===== src/rtl/pulse_ctrl_pkg.sv =====
// Shared definitions for the pulse parameter controller: opcodes, FSM states,
// the parameter bank layout and its power-on contents.
package pulse_ctrl_pkg;

  localparam logic [7:0] OP_PERIOD   = 8'h01;
  localparam logic [7:0] OP_P1WIDTH  = 8'h02;
  localparam logic [7:0] OP_P2WIDTH  = 8'h03;
  localparam logic [7:0] OP_DELAY    = 8'h04;
  localparam logic [7:0] OP_OFFRES   = 8'h05;
  localparam logic [7:0] OP_FLAGS    = 8'h06;
  localparam logic [7:0] OP_ATT      = 8'h07;
  localparam logic [7:0] OP_APPLY    = 8'h10;
  localparam logic [7:0] OP_RUN      = 8'h11;

  localparam int unsigned DEF_TIMEOUT_CYCLES = 1200000;
  localparam int unsigned DEF_ATT_DELAY      = 2000;
  localparam int unsigned DEF_ST_PERIOD      = 20000;
  localparam int unsigned DEF_ST_P1WIDTH     = 30;
  localparam int unsigned DEF_ST_P2WIDTH     = 30;
  localparam int unsigned DEF_ST_DELAY       = 200;
  localparam int unsigned DEF_ST_PULSE_BLOCK = 50;
  localparam int unsigned OFFRES_BACKOFF     = 8000;

  localparam int unsigned DEF_P2START  = DEF_ST_P1WIDTH + DEF_ST_DELAY;
  localparam int unsigned DEF_SYNC_UP  = DEF_P2START + DEF_ST_P2WIDTH;
  localparam int unsigned DEF_ATT_DOWN = DEF_SYNC_UP + DEF_ATT_DELAY;
  localparam int unsigned DEF_OFFRES   = DEF_ST_PERIOD - OFFRES_BACKOFF + DEF_ST_P1WIDTH;

  typedef enum logic [2:0] {
    S_IDLE, S_DATA, S_WRITE, S_CALC_A, S_CALC_B, S_CALC_C, S_WAIT_BOUND, S_COMMIT
  } state_t;

  typedef struct packed {
    logic [31:0] period;
    logic [31:0] p1width;
    logic [31:0] p2width;
    logic [31:0] delay;
    logic [31:0] p2start;
    logic [31:0] sync_up;
    logic [31:0] att_down;
    logic [31:0] offres_delay;
    logic        pump;
    logic        double;
    logic        resetn;
    logic [7:0]  pulse_block;
    logic [6:0]  pp_pump;
    logic [6:0]  pp_probe;
    logic [6:0]  post_att;
  } param_bank_t;

  // Power-on bank with the derived edge times already consistent.
  function automatic param_bank_t reset_bank(input int unsigned per, p1, p2, dly, pb, att_delay);
    param_bank_t b;
    b.period       = per;
    b.p1width      = p1;
    b.p2width      = p2;
    b.delay        = dly;
    b.p2start      = p1 + dly;
    b.sync_up      = p1 + dly + p2;
    b.att_down     = p1 + dly + p2 + att_delay;
    b.offres_delay = per - OFFRES_BACKOFF + p1;
    b.pump         = 1'b1;
    b.double       = 1'b1;
    b.resetn       = 1'b0;
    b.pulse_block  = pb[7:0];
    b.pp_pump      = 7'h00;
    b.pp_probe     = 7'h7F;
    b.post_att     = 7'h7F;
    return b;
  endfunction

endpackage


===== src/rtl/pulse_cmd_deframer.sv =====
// Assembles opcode + 4 MSB-first data bytes into a frame and drops a frame
// whose bytes stop arriving for TIMEOUT_CYCLES cycles.
module pulse_cmd_deframer
  import pulse_ctrl_pkg::*;
#(
  parameter int unsigned TIMEOUT_CYCLES = DEF_TIMEOUT_CYCLES
) (
  input  logic        clk,
  input  logic        reset,
  input  logic [7:0]  rx_data,
  input  logic        rx_valid,
  input  logic        rx_ready,
  output logic        frame_valid,
  output logic [7:0]  opcode,
  output logic [31:0] d,
  output logic        frame_timeout
);

  localparam int unsigned TW = $clog2(TIMEOUT_CYCLES + 1);

  logic [2:0]    byte_cnt;
  logic [TW-1:0] idle_cnt;
  logic          accept;
  logic          in_frame;

  assign accept   = rx_valid && rx_ready;
  assign in_frame = (byte_cnt != 3'd0);

  // NOTE: frame_valid and frame_timeout are combinational so the controller
  // can change state on the very edge that takes the last byte or idle cycle.
  assign frame_valid   = accept && (byte_cnt == 3'd4);
  assign frame_timeout = in_frame && !rx_valid && (idle_cnt == TW'(TIMEOUT_CYCLES - 1));

  always_ff @(posedge clk or posedge reset) begin
    if (reset) begin
      byte_cnt <= 3'd0;
      idle_cnt <= '0;
      opcode   <= 8'h00;
      d        <= 32'h0;
    end else if (accept) begin
      idle_cnt <= '0;
      if (!in_frame) begin
        opcode   <= rx_data;
        byte_cnt <= 3'd1;
      end else begin
        d        <= {d[23:0], rx_data};
        byte_cnt <= frame_valid ? 3'd0 : byte_cnt + 3'd1;
      end
    end else if (frame_timeout) begin
      byte_cnt <= 3'd0;
      idle_cnt <= '0;
    end else if (in_frame && !rx_valid) begin
      idle_cnt <= idle_cnt + TW'(1);
    end
  end

endmodule


===== src/rtl/pulse_param_ctrl.sv =====
// Stages parameter writes from UART frames in a shadow bank, validates the
// derived edge times, and commits the whole bank atomically on a period wrap.
module pulse_param_ctrl
  import pulse_ctrl_pkg::*;
#(
  parameter int unsigned TIMEOUT_CYCLES = DEF_TIMEOUT_CYCLES,
  parameter int unsigned ATT_DELAY      = DEF_ATT_DELAY,
  parameter int unsigned ST_PERIOD      = DEF_ST_PERIOD,
  parameter int unsigned ST_P1WIDTH     = DEF_ST_P1WIDTH,
  parameter int unsigned ST_P2WIDTH     = DEF_ST_P2WIDTH,
  parameter int unsigned ST_DELAY       = DEF_ST_DELAY,
  parameter int unsigned ST_PULSE_BLOCK = DEF_ST_PULSE_BLOCK
) (
  input  logic        clk,
  input  logic        reset,
  input  logic [7:0]  rx_data,
  input  logic        rx_valid,
  output logic        rx_ready,
  input  logic        period_start,
  output logic [31:0] period,
  output logic [31:0] p1width,
  output logic [31:0] p2width,
  output logic [31:0] delay,
  output logic [31:0] p2start,
  output logic [31:0] sync_up,
  output logic [31:0] att_down,
  output logic [31:0] offres_delay,
  output logic        pump,
  output logic        double,
  output logic        resetn,
  output logic [7:0]  pulse_block,
  output logic [6:0]  pp_pump,
  output logic [6:0]  pp_probe,
  output logic [6:0]  post_att,
  output logic        busy,
  output logic        cmd_ack,
  output logic        cmd_err
);

  localparam param_bank_t RESET_BANK =
    reset_bank(ST_PERIOD, ST_P1WIDTH, ST_P2WIDTH, ST_DELAY, ST_PULSE_BLOCK, ATT_DELAY);

  state_t      state;
  param_bank_t shadow;
  param_bank_t active;
  logic        carry;
  logic        frame_valid;
  logic        frame_timeout;
  logic [7:0]  opcode;
  logic [31:0] d;
  logic [32:0] sum_a;
  logic [32:0] sum_b;
  logic [32:0] sum_c;

  pulse_cmd_deframer #(.TIMEOUT_CYCLES(TIMEOUT_CYCLES)) u_deframer (
    .clk          (clk),
    .reset        (reset),
    .rx_data      (rx_data),
    .rx_valid     (rx_valid),
    .rx_ready     (rx_ready),
    .frame_valid  (frame_valid),
    .opcode       (opcode),
    .d            (d),
    .frame_timeout(frame_timeout)
  );

  assign rx_ready = (state == S_IDLE) || (state == S_DATA);
  assign busy     = (state != S_IDLE);

  // 33-bit sums expose the carry out of each 32-bit add.
  assign sum_a = {1'b0, shadow.p1width} + {1'b0, shadow.delay};
  assign sum_b = {1'b0, shadow.p2start} + {1'b0, shadow.p2width};
  assign sum_c = {1'b0, shadow.sync_up} + 33'(ATT_DELAY);

  assign period       = active.period;
  assign p1width      = active.p1width;
  assign p2width      = active.p2width;
  assign delay        = active.delay;
  assign p2start      = active.p2start;
  assign sync_up      = active.sync_up;
  assign att_down     = active.att_down;
  assign offres_delay = active.offres_delay;
  assign pump         = active.pump;
  assign double       = active.double;
  assign resetn       = active.resetn;
  assign pulse_block  = active.pulse_block;
  assign pp_pump      = active.pp_pump;
  assign pp_probe     = active.pp_probe;
  assign post_att     = active.post_att;

  // NOTE: both banks are plain flops with defined reset values; reset must
  // restore the power-on parameters, so they cannot be left uninitialised.
  always_ff @(posedge clk or posedge reset) begin
    if (reset) begin
      state   <= S_IDLE;
      shadow  <= RESET_BANK;
      active  <= RESET_BANK;
      carry   <= 1'b0;
      cmd_ack <= 1'b0;
      cmd_err <= 1'b0;
    end else begin
      cmd_ack <= 1'b0;
      cmd_err <= 1'b0;
      case (state)
        S_IDLE: if (rx_valid) state <= S_DATA;
        S_DATA: begin
          if (frame_valid) begin
            state <= S_WRITE;
          end else if (frame_timeout) begin
            cmd_err <= 1'b1;
            state   <= S_IDLE;
          end
        end
        S_WRITE: begin
          state <= S_IDLE;
          case (opcode)
            OP_PERIOD:  shadow.period       <= d;
            OP_P1WIDTH: shadow.p1width      <= d;
            OP_P2WIDTH: shadow.p2width      <= d;
            OP_DELAY:   shadow.delay        <= d;
            OP_OFFRES:  shadow.offres_delay <= d;
            OP_FLAGS: begin
              shadow.pump        <= d[0];
              shadow.double      <= d[1];
              shadow.pulse_block <= d[15:8];
            end
            OP_ATT: begin
              shadow.pp_pump  <= d[6:0];
              shadow.pp_probe <= d[14:8];
              shadow.post_att <= d[22:16];
            end
            OP_RUN:   shadow.resetn <= d[0];
            OP_APPLY: state <= S_CALC_A;
            default:  cmd_err <= 1'b1;
          endcase
        end
        S_CALC_A: begin
          shadow.p2start <= sum_a[31:0];
          carry          <= sum_a[32];
          state          <= S_CALC_B;
        end
        S_CALC_B: begin
          shadow.sync_up <= sum_b[31:0];
          carry          <= carry | sum_b[32];
          state          <= S_CALC_C;
        end
        S_CALC_C: begin
          shadow.att_down <= sum_c[31:0];
          if (carry || sum_c[32] || (sum_c[31:0] >= shadow.period)) begin
            cmd_err <= 1'b1;
            state   <= S_IDLE;
          end else begin
            state <= S_WAIT_BOUND;
          end
        end
        // A stopped generator has no period boundary to wait for.
        S_WAIT_BOUND: begin
          if (!active.resetn || period_start) begin
            active  <= shadow;
            cmd_ack <= 1'b1;
            state   <= S_COMMIT;
          end
        end
        S_COMMIT: state <= S_IDLE;
        default:  state <= S_IDLE;
      endcase
    end
  end

endmodule


===== config.mk =====
export PLATFORM = sky130hd
export DESIGN_NAME = pulse_param_ctrl
export DESIGN_NICKNAME = d
export VERILOG_FILES = /design/src/rtl/pulse_ctrl_pkg.sv /design/src/rtl/pulse_cmd_deframer.sv /design/src/rtl/pulse_param_ctrl.sv
export SDC_FILE = /design/constraint.sdc
export NUM_CORES = 2
export LEC_CHECK = 0
export CORE_ASPECT_RATIO = 0.5
export CORE_MARGIN = 8
export CORE_UTILIZATION = 40
export CTS_BUF_LIST = sky130_fd_sc_hd__clkbuf_4 sky130_fd_sc_hd__clkbuf_8 sky130_fd_sc_hd__clkbuf_16
export DETAILED_ROUTE_END_ITERATION = 7
export PLACE_DENSITY = 0.7
export SLEW_MARGIN = 20
export SYNTH_ARGS = -nofsm -noshare
export SYNTH_HDL_FRONTEND = slang
export SYNTH_HIERARCHICAL = 1
export SYNTH_SLANG_ARGS = --single-unit

===== constraint.sdc =====
create_clock -name clk -period 29.3 [get_ports clk]
set_input_delay 2.93 -clock clk [delete_from_list [all_inputs] [get_ports clk]]
set_output_delay 2.93 -clock clk [all_outputs]
set_load 0.05 [all_outputs]

==> results_slide.txt <==
Synthesis and Place & Route Summary

Logic synthesis
  – Yosys cell count: 2,218
  – Post-Syn Instances: 2,218
  – Registers, synthesis: 646
  – Cell area after synthesis: 29,000 sq um
  – Cell type with the largest total area: dfrtp_1
  – Ys flop type: dfrtp_1
  – Largest cells by area: dfrtp_1, mux2_2, dfstp_2
  – Mapped Nets: 2,332

Worst hold path
  – Hold path start: shadow[64]$_DFFE_PP0P_
  – Hold Path Stages: 2
  – Hold crit path type: flop to flop

Final timing
  – Max Clock Freq: 0.167 GHz
  – RSZ-0062 raised after global routing: false
  – Worst Slack Setup Final: 23,300 ps
  – Fin crit period: 6000 ps
  – TNS Setup: 0 ps
  – Cycle use final: 20.5%
  – Final hold slack: 483 ps
  – Hold Vio Cnt, Final: 0

Die
  – Chip area: 82,000 sq um
  – # IOs: 304
  – # rows: 69
  – Tap cells: 958

GRT
  – Grt met1 use: 24.0%
  – Initial antenna violation count: 4
  – GRT Max-Usage Layer: met2
  – Largest net degree at the start of global routing: 184

Final layout
  – Dominant logic cell type in the layout: mux2_2
  – Signal buffers: 322
  – Flip-flop and latch area: 16,300 sq um
  – Nets@finish: 2,620
  – Synth-to-layout area growth: 21.1%
  – Flip-flop and latch share of the layout cell area: 46.4%
  – Top cell category: registers
  – Logic inverters: 59
  – Final-layout non-clock buffer area share: 9.10%
  – Layout Cells excl Fill: 3,520
  – Logic cell area: 12,100 sq um
  – Most frequent cells in the layout: mux2_2, dfrtp_1, clkdlybuf4s50_1

Critical path
  – Most Frequent Cell on Critical Path: buf_4
  – Worst setup path start: reset
  – Buf+Inv Stages, Crit Path: 5
  – Crit path DAT: 6640 ps
  – FF-to-FF End: cmd_err$_DFF_PP0_
  – Setup CP Type: input port to asynchronous set/reset pin
  – Cell family with the largest share of critical-path delay: buffers and inverters
  – Worst EP required: 29,940 ps
  – Crit-path cells: clkdlybuf4s50_1, inv_8, buf_4, buf_4, buf_4
  – Reg2Reg Setup Slack: 25,440 ps
  – R2R Path Start: shadow[102]$_DFFE_PP0P_
  – Worst setup EP type: asynchronous set/reset pin
  – Max incr delay on CP: 850 ps
  – Critical path fanouts, max: 130

Placement
  – GPL Wtd Cong: 0.854
  – Post-placement setup slack: 22,520 ps

Clock network
  – Num CTS Buffers: 60
  – H-Tree Depth: 2
  – Post_cts resized: 0
  – Setup bufs post-CTS: 0
  – CTS tree: done
  – Clock Pin Slew Worst Setup and Hold Paths: 60 ps
  – CTS Hold Bufs: 0

Power and ir drop
  – Final Power: 2.00 mW
  – Leak: 16.2 nW

Route
  – Top Layer Used: met4
  – Antenna Violating Nets Remaining: 0
  – DR WL met2: 36,100 um

Run status
  – Status: finished, final reports clean

Flow run
  – Log Warnings: 33
## logic make-up after synthesis
kind of cell               after synthesis  synth area share [%]
DFF                                    646                  56.2
muxes                                  553                  21.4
and+or+nand+nor                        356                  6.14
AOI/OAI and AO/OA                      324                  7.09
buffers and inverters                  155                  2.25
adders and majority gates              102                  4.45
xor gates and xnor gates                82                  2.47
## how the worst max path moves through the flow
stage                                    to  cells past startpoint
finish              shadow[218]$_DFFE_PP0P_                      5
floorplan           att_down[0]$_DFFE_PP0P_                      1
detailed placement   shadow[91]$_DFFE_PP0P_                      5
CTS                 shadow[151]$_DFFE_PP0P_                      5
global placement    shadow[151]$_DFFE_PP0P_                      5
global route         period[24]$_DFFE_PP0P_                      5
## synth_stat cells, types with 8 or more instances
cell      instances
a211oi_1         13
a21o_1           38
a21oi_1          81
and3_1           16
buf_1             9
buf_2            36
clkbuf_1         47
dfrtp_1         530
dfstp_2         116
ha_1            100
inv_1            58
mux2_2          548
nand2_1         142
nand2b_1          8
nand3_1          39
nand4_1          22
nor2_1           48
nor2b_1          13
nor3_1           16
o21a_1            9
o21ai_0         100
o21bai_1         10
o31ai_1          21
xnor2_1          49
xor2_1           33
## sequential cells by signal (all words and copies together), names as in the netlist, 7 cells and up
| signal | count |
|---|---|
| att_down | 32 |
| delay | 32 |
| offres_delay | 32 |
| p1width | 32 |
| p2start | 32 |
| p2width | 32 |
| period | 32 |
| post_att | 7 |
| pp_probe | 7 |
| pp_pump | 7 |
| pulse_block | 8 |
| shadow | 288 |
| sync_up | 32 |
| u_deframer/d | 32 |
| u_deframer/idle_cnt | 21 |
| u_deframer/opcode | 8 |
## where the power goes
group	switching [mW]	leakage [nW]	internal, mW
sequential	0.123	8.49	0.933
combinational	0.0670	6.66	0.0587
clock	0.345	1.06	0.478
total	0.534	16.2	1.47
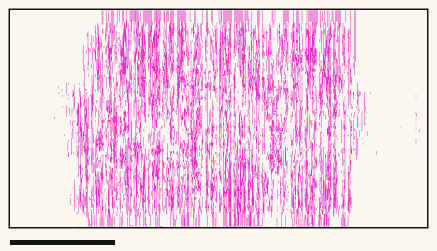
(images/met2.png)
Bar = 100 um.
The layer carries 36.1 mm of wire. 2,369 nets have wire on it. The wires run mostly vertical. The longest straight run is 96.4 um.
GR Layer Usage met2: 29.6%
final wirelength: 75,300 um
Vias: 18,700

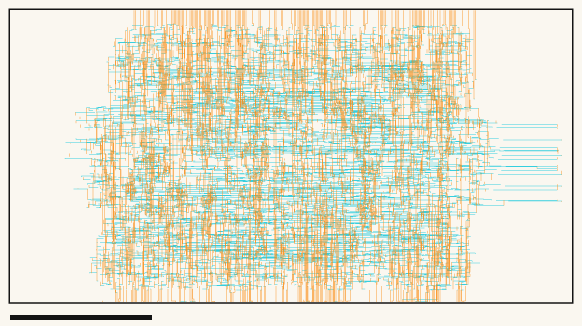
(images/metal_stack.png)
Bar = 100 um. Two of the layers only.
Key: met2 = orange [wire length 36.1 mm]; met1 = cyan [wire length 33.1 mm]
wire length per cell: 21.4 um
GRT Overall Usage: 17.8%

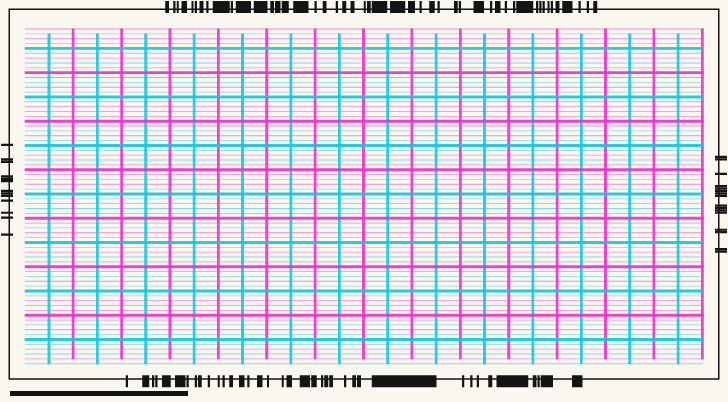
(images/pdn.png)
Bar = 100 um. Pins as bars on the die edge.
Key: VDD = magenta; VSS = cyan
304 signal pins sit on the boundary. The core has 69 rows. 13 straps on met5. 28 straps on met4. 70 met1 rails follow the rows.
width of the die: 397 um
Die H: 207 um
Worst VDD drop: 0.0458 mV
core area: 71,400 sq um

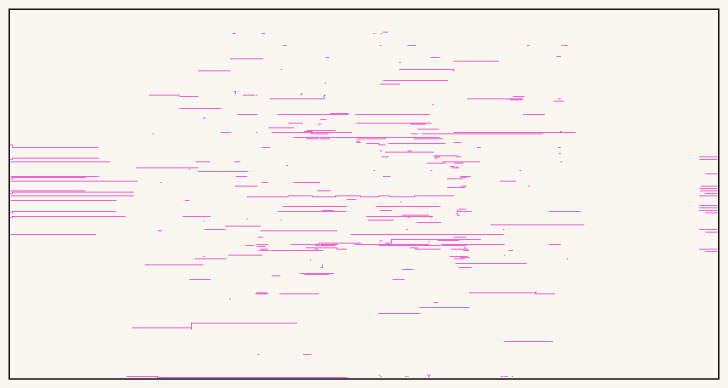
(images/met3.png)
The longest straight run is 106 um. The wires run mostly horizontal. The layer carries 3,630 um of wire. The layer holds 4.8% of the routed length. 154 nets have wire on it.
met3 Track Usage GR: 2.93%

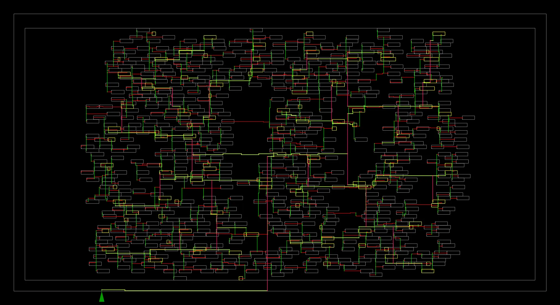
(images/final_clocks.png)
clk_lat worst skew: 610 ps
clock sinks: 646
clkbuf count: 90

Power is estimated from default activity; no workload was simulated.
